$ cat src/rtl/serial_subtractor_if.sv
// Handshake bundle for serial_subtractor: operand request side and result response side.
interface serial_subtractor_if #(
  parameter int unsigned WIDTH = 32
);
  logic             in_valid;
  logic             in_ready;
  logic [WIDTH-1:0] minuend;
  logic [WIDTH-1:0] subtrahend;
  logic             out_valid;
  logic             out_ready;
  logic [WIDTH-1:0] difference;
  logic             borrow_out;
  logic             overflow;

  modport master (
    output in_valid, minuend, subtrahend, out_ready,
    input  in_ready, out_valid, difference, borrow_out, overflow
  );

  modport slave (
    input  in_valid, minuend, subtrahend, out_ready,
    output in_ready, out_valid, difference, borrow_out, overflow
  );
endinterface

$ cat src/rtl/serial_subtractor.sv
// Digit-serial two's-complement subtractor (a + ~b + 1, DIGIT bits per clock).
// Define SAT_EN to clamp the difference on signed overflow instead of wrapping.
module serial_subtractor #(
  parameter int unsigned WIDTH = 32,
  parameter int unsigned DIGIT = 4
) (
  input  logic                 clk,
  input  logic                 rst,
  serial_subtractor_if.slave   bus
);

  localparam int unsigned NDIG  = WIDTH / DIGIT;
  localparam int unsigned CNT_W = (NDIG > 1) ? $clog2(NDIG) : 1;
  localparam int unsigned SUM_W = DIGIT + 1;

  localparam logic [1:0] S_IDLE = 2'd0;
  localparam logic [1:0] S_RUN  = 2'd1;
  localparam logic [1:0] S_DONE = 2'd2;

  if ((WIDTH % DIGIT) != 0) begin : g_bad_digit
    $error("serial_subtractor: WIDTH must be a multiple of DIGIT");
  end

  logic [1:0]       state_q,  state_d;
  logic [WIDTH-1:0] a_q,      a_d;
  logic [WIDTH-1:0] nb_q,     nb_d;
  logic [WIDTH-1:0] res_q,    res_d;
  logic             carry_q,  carry_d;
  logic [CNT_W-1:0] cnt_q,    cnt_d;
  logic             a_msb_q,  a_msb_d;
  logic             b_msb_q,  b_msb_d;
  logic [WIDTH-1:0] diff_q,   diff_d;
  logic             borrow_q, borrow_d;
  logic             ovf_q,    ovf_d;

  logic [SUM_W-1:0] sum;
  logic             ovf_w;

  // Next-state and datapath update
  always_comb begin
    state_d  = state_q;
    a_d      = a_q;
    nb_d     = nb_q;
    res_d    = res_q;
    carry_d  = carry_q;
    cnt_d    = cnt_q;
    a_msb_d  = a_msb_q;
    b_msb_d  = b_msb_q;
    diff_d   = diff_q;
    borrow_d = borrow_q;
    ovf_d    = ovf_q;
    ovf_w    = 1'b0;
    sum      = SUM_W'({1'b0, a_q[DIGIT-1:0]}) + SUM_W'({1'b0, nb_q[DIGIT-1:0]})
             + SUM_W'(carry_q);

    case (state_q)
      S_IDLE: begin
        if (bus.in_valid) begin
          a_d     = bus.minuend;
          nb_d    = ~bus.subtrahend;
          carry_d = 1'b1;
          cnt_d   = '0;
          a_msb_d = bus.minuend[WIDTH-1];
          b_msb_d = bus.subtrahend[WIDTH-1];
          state_d = S_RUN;
        end
      end
      S_RUN: begin
        res_d   = {sum[DIGIT-1:0], res_q[WIDTH-1:DIGIT]};
        carry_d = sum[DIGIT];
        a_d     = a_q >> DIGIT;
        nb_d    = nb_q >> DIGIT;
        cnt_d   = cnt_q + CNT_W'(1);
        if (cnt_q == CNT_W'(NDIG - 1)) begin
          // Operands differ in sign and the result sign disagrees with a
          ovf_w    = (a_msb_q != b_msb_q) && (res_d[WIDTH-1] != a_msb_q);
          ovf_d    = ovf_w;
          borrow_d = ~sum[DIGIT];
`ifdef SAT_EN
          if (ovf_w) begin
            diff_d = a_msb_q ? {1'b1, {(WIDTH-1){1'b0}}} : {1'b0, {(WIDTH-1){1'b1}}};
          end else begin
            diff_d = res_d;
          end
`else
          diff_d = res_d;
`endif
          state_d = S_DONE;
        end
      end
      S_DONE: begin
        if (bus.out_ready) begin
          state_d = S_IDLE;
        end
      end
      default: state_d = S_IDLE;
    endcase
  end

  always_ff @(posedge clk) begin
    if (rst) begin
      state_q  <= S_IDLE;
      a_q      <= '0;
      nb_q     <= '0;
      res_q    <= '0;
      carry_q  <= 1'b0;
      cnt_q    <= '0;
      a_msb_q  <= 1'b0;
      b_msb_q  <= 1'b0;
      diff_q   <= '0;
      borrow_q <= 1'b0;
      ovf_q    <= 1'b0;
    end else begin
      state_q  <= state_d;
      a_q      <= a_d;
      nb_q     <= nb_d;
      res_q    <= res_d;
      carry_q  <= carry_d;
      cnt_q    <= cnt_d;
      a_msb_q  <= a_msb_d;
      b_msb_q  <= b_msb_d;
      diff_q   <= diff_d;
      borrow_q <= borrow_d;
      ovf_q    <= ovf_d;
    end
  end

  assign bus.in_ready   = (state_q == S_IDLE);
  assign bus.out_valid  = (state_q == S_DONE);
  assign bus.difference = diff_q;
  assign bus.borrow_out = borrow_q;
  assign bus.overflow   = ovf_q;

endmodule

$ cat src/flat_wrapper.sv
// flat-port wrapper written by rule: the top's interface ports become plain ports
module serial_subtractor_flat 
#(
  parameter int unsigned WIDTH = 32,
  parameter int unsigned DIGIT = 4
)
  (clk, rst, bus_in_valid, bus_minuend, bus_subtrahend, bus_out_ready, bus_in_ready, bus_out_valid, bus_difference, bus_borrow_out, bus_overflow);
  serial_subtractor_if #(.WIDTH(WIDTH)) bus_i ();
  input  logic clk;
  input  logic rst;
  input wire logic [$bits(bus_i.in_valid)-1:0] bus_in_valid;
  input wire logic [$bits(bus_i.minuend)-1:0] bus_minuend;
  input wire logic [$bits(bus_i.subtrahend)-1:0] bus_subtrahend;
  input wire logic [$bits(bus_i.out_ready)-1:0] bus_out_ready;
  output wire logic [$bits(bus_i.in_ready)-1:0] bus_in_ready;
  output wire logic [$bits(bus_i.out_valid)-1:0] bus_out_valid;
  output wire logic [$bits(bus_i.difference)-1:0] bus_difference;
  output wire logic [$bits(bus_i.borrow_out)-1:0] bus_borrow_out;
  output wire logic [$bits(bus_i.overflow)-1:0] bus_overflow;
  assign bus_i.in_valid = bus_in_valid;
  assign bus_i.minuend = bus_minuend;
  assign bus_i.subtrahend = bus_subtrahend;
  assign bus_i.out_ready = bus_out_ready;
  assign bus_in_ready = bus_i.in_ready;
  assign bus_out_valid = bus_i.out_valid;
  assign bus_difference = bus_i.difference;
  assign bus_borrow_out = bus_i.borrow_out;
  assign bus_overflow = bus_i.overflow;
  serial_subtractor #(.WIDTH(WIDTH), .DIGIT(DIGIT)) u_core (.clk(clk), .rst(rst), .bus(bus_i));
endmodule
$ cat config.mk
export PLATFORM = sky130hd
export DESIGN_NAME = serial_subtractor_flat
export DESIGN_NICKNAME = d
export VERILOG_FILES = /design/src/rtl/serial_subtractor_if.sv /design/src/rtl/serial_subtractor.sv /design/src/flat_wrapper.sv
export SDC_FILE = /design/constraint.sdc
export NUM_CORES = 1
export LEC_CHECK = 0
export CORE_MARGIN = 3
export CORE_UTILIZATION = 45
export CTS_CLUSTER_DIAMETER = 120
export DETAILED_ROUTE_END_ITERATION = 7
export DONT_BUFFER_PORTS = 1
export GPL_TIMING_DRIVEN = 0
export PLACE_DENSITY = 0.62
export SLEW_MARGIN = 40
export SYNTH_ARGS = -nofsm -noshare
export SYNTH_HDL_FRONTEND = slang
export SYNTH_SLANG_ARGS = --single-unit
$ cat constraint.sdc
create_clock -name clk -period 5 [get_ports clk]
set_input_delay 1.5 -clock clk [delete_from_list [all_inputs] [get_ports clk]]
set_output_delay 1.5 -clock clk [all_outputs]
set_load 0.03 [all_outputs]
==> reports/metrics.yaml <==
synthesis:
  aoi_share_pct: 22.2
  ff_type: "dfxtp_1"
  ys_cells: 666
  synth_top_cell_by_area: "dfxtp_1"
  syn_inst: 666
  top_cells_by_count: "nand2_1, dfxtp_1, a21oi_1, nor2_1, clkbuf_1"
  async_reset_ff_share_pct: 0
  muxShareOfSynthArea_pct: 0
  yosys.stat.seqShare_pct: 48.6
  yosys_warnings: 0
  xor_share_pct: 0.159
  ys_sh_simple_pct: 21.5
  synth.top_cell.area_share_pct: 48.6
  syn_avg_cell_area_um2: 8.29
  yosys-stat-area_mm2: 0.00552
  top_cell: "nand2_1"
  synth_cell_types: 34
  fp_nets: 741
  netlist_area_mm2: 0.00552
layout:
  clkbuf_count: 25
  seq_share_pct: 42.1
  final_cell_count_no_fill: 841
  signal_buffers: 55
  drive_gt1_share_pct: 14.2
  area_growth_pct: 15.4
  area_share_nonclk_buffers_pct: 4.85
  comb_share_pct: 39.6
  stdcell_area_mm2: 0.00637
  top_area_cell_class: "flip-flops and latches"
  final_core_util_pct: 54.4
  seqCellArea_mm2: 0.00268
  nets: 760
  logic_gate_count: 475
  fill_cells: 1123
  final_common_cell: "nand2_1"
  ff_count: 134
sta:
  clock_skew_ps: 9.71
  rsz0062_at_grt: "false"
  whs_ps: 453
  min_period_ps: 2930
  slew-limit-headroom_pct: 52.1
  finalSetupViolCount: 0
  period_used_pct: 58.6
  fin_setup_tns_ps: 0
  slew_viol_final: 0
  setup_slack_ps: 2070
  clock.fmax_mhz: 341
  hold_viol_final: 0
clock_tree:
  clockBufferDepth: 2
  cts_setup_buffers: 0
  cts_tree: "done"
  numCtsBuffers: 17
  holdBufCountCts: 0
  cts.clk_slew.worst_paths_ps: 50
  insertion_delay_ps: 420
  htree_num_levels: 4
worst_setup_path:
  path_cells: "nor2b_1"
  critical_path_depth: 1
  worstPathArrival_ps: 1430
  r2r_end: "u_core.bus.borrow_out$_SDFFE_PP0P_"
  reg2reg_slack_ps: 3070
  crit_start: "u_core.state_q[1]$_SDFFE_PP0P_"
  cp_max_fo: 6
  cp-end-kind: "primary output"
  r2r_start: "u_core.nb_q[0]$_SDFFE_PP0P_"
  cp-start-kind: "flip-flop"
  required_ps: 3500
  slowest_delay_ps: 610
  ff2ff_path_depth: 6
  endpoint: "bus_out_valid"
  slowest_stage: "nor2b_1"
  cp_top_family: "simple AND/OR/NAND/NOR gates"
global_route:
  grt_pass1_wl_um: 21500
  first_global_vias: 4398
  grt-busiest-layer: "met2"
  antenna_found_initial: 0
floorplanning:
  row_count: 39
  dieWidth_um: 117
  initCoreUtil_pct: 47.2
  fp.dieH_um: 117
  well_tap_count: 143
  chipArea_mm2: 0.0136
place:
  post_dp_cell_area_mm2: 0.00570
  place_ws_ps: 1810
route:
  dr.pass1.iters: 4
  top_layer_used: "met4"
  route.met2.wl_um: 6360
  wl_met1_um: 5960
  drt_iter0_markers: 309
  met3WireLength_um: 903
  ant_nets: 0
pwr:
  power.density_mw_per_mm2: 448
  p_leak_uw: 0.00235
  total_power_uw: 2860
  vdd.ir_drop.worst_mv: 0.207
job:
  warning_count: 26
hold_path:
  hold_class: "reg -> reg"
status:
  status: "complete, no violations"
[how the worst min path moves through the flow]
stage	depth (start not counted)	endpoint	start	slack (ps)
after floorplan	2	u_core.nb_q[4]$_SDFFE_PP0P_	u_core.nb_q[4]$_SDFFE_PP0P_	430
after global placement	2	u_core.a_msb_q$_SDFFE_PP0P_	u_core.a_msb_q$_SDFFE_PP0P_	440
after detailed placement	2	u_core.a_msb_q$_SDFFE_PP0P_	u_core.a_msb_q$_SDFFE_PP0P_	450
after CTS	2	u_core.a_msb_q$_SDFFE_PP0P_	u_core.a_msb_q$_SDFFE_PP0P_	450
after global routing	2	u_core.bus.difference[1]$_SDFFE_PP0P_	u_core.res_q[5]$_SDFFE_PP0P_	470
final	2	u_core.a_msb_q$_SDFFE_PP0P_	u_core.a_msb_q$_SDFFE_PP0P_	450
[kinds of logic (layout without fill, tap and decap cells)]
| logic type | Yosys count | count (layout) |
|---|---|---|
| AND-OR/OR-AND | 166 | 166 |
| XOR/XNOR | 1 | 1 |
| adder cells (fa/ha/maj) | 7 | 7 |
| buffers and inverters | 57 | 89 |
| flip-flops | 134 | 134 |
| AND/OR/NAND/NOR | 301 | 301 |
[report_power, final]
part           total (uW)  internal (uW)  leakage [uW]  switching (uW)
Combinational         296            110      0.000926             186
Clock                1400            952      0.000328             443
Sequential           1170           1130       0.00109            38.0
[sequential cells by signal (all words and copies together) (netlist names)]
signal	cells
u_core.bus.difference	32
u_core.a_q	32
u_core.bus.overflow	1
u_core.cnt_q	3
u_core.carry_q	1
u_core.a_msb_q	1
u_core.state_q	2
u_core.bus.borrow_out	1
u_core.b_msb_q	1
u_core.res_q	28
u_core.nb_q	32
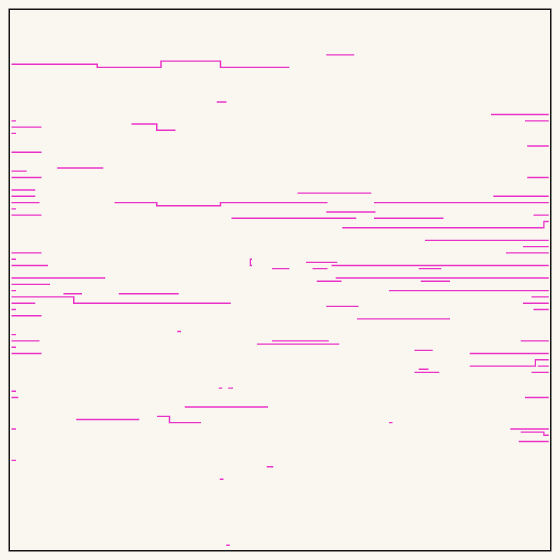
Figure 1: M3 wires.
The layer holds 6.7% of the routed length. The longest straight run is 46.7 um. The wires run mostly horizontal.
routed wire length: 13400 um
M3 GR Usage: 7.20%
via count: 4575

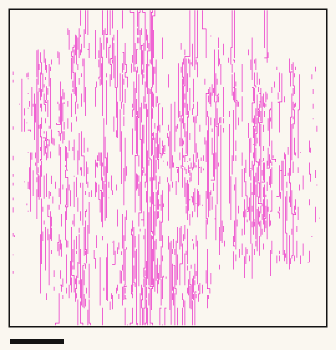
Figure 2: metal 2.
Scale bar: 20 um.
The layer holds 47% of the routed length. The longest straight run is 47.3 um. The layer carries 6360 um of wire. 615 nets have wire on it. The wires run mostly vertical.
met2 global-route usage: 33.6%

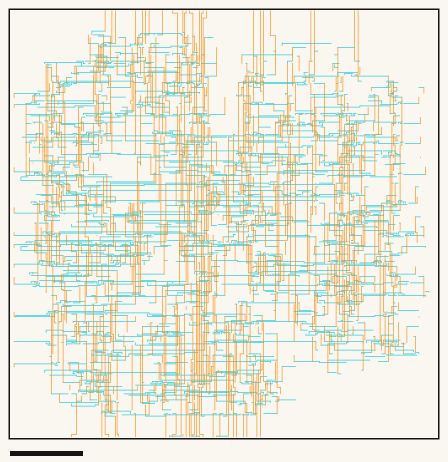
Figure 3: signal wires by layer.
Scale bar: 20 um. Only two layers are drawn.
Key: metal 1 = cyan [wire length 5960 um]; metal 2 = orange [wire length 6360 um]
wire per inst: 16.0 um
GRT Total Usage: 20.4%

No activity file was given, so power comes from the tool's default toggle rates.
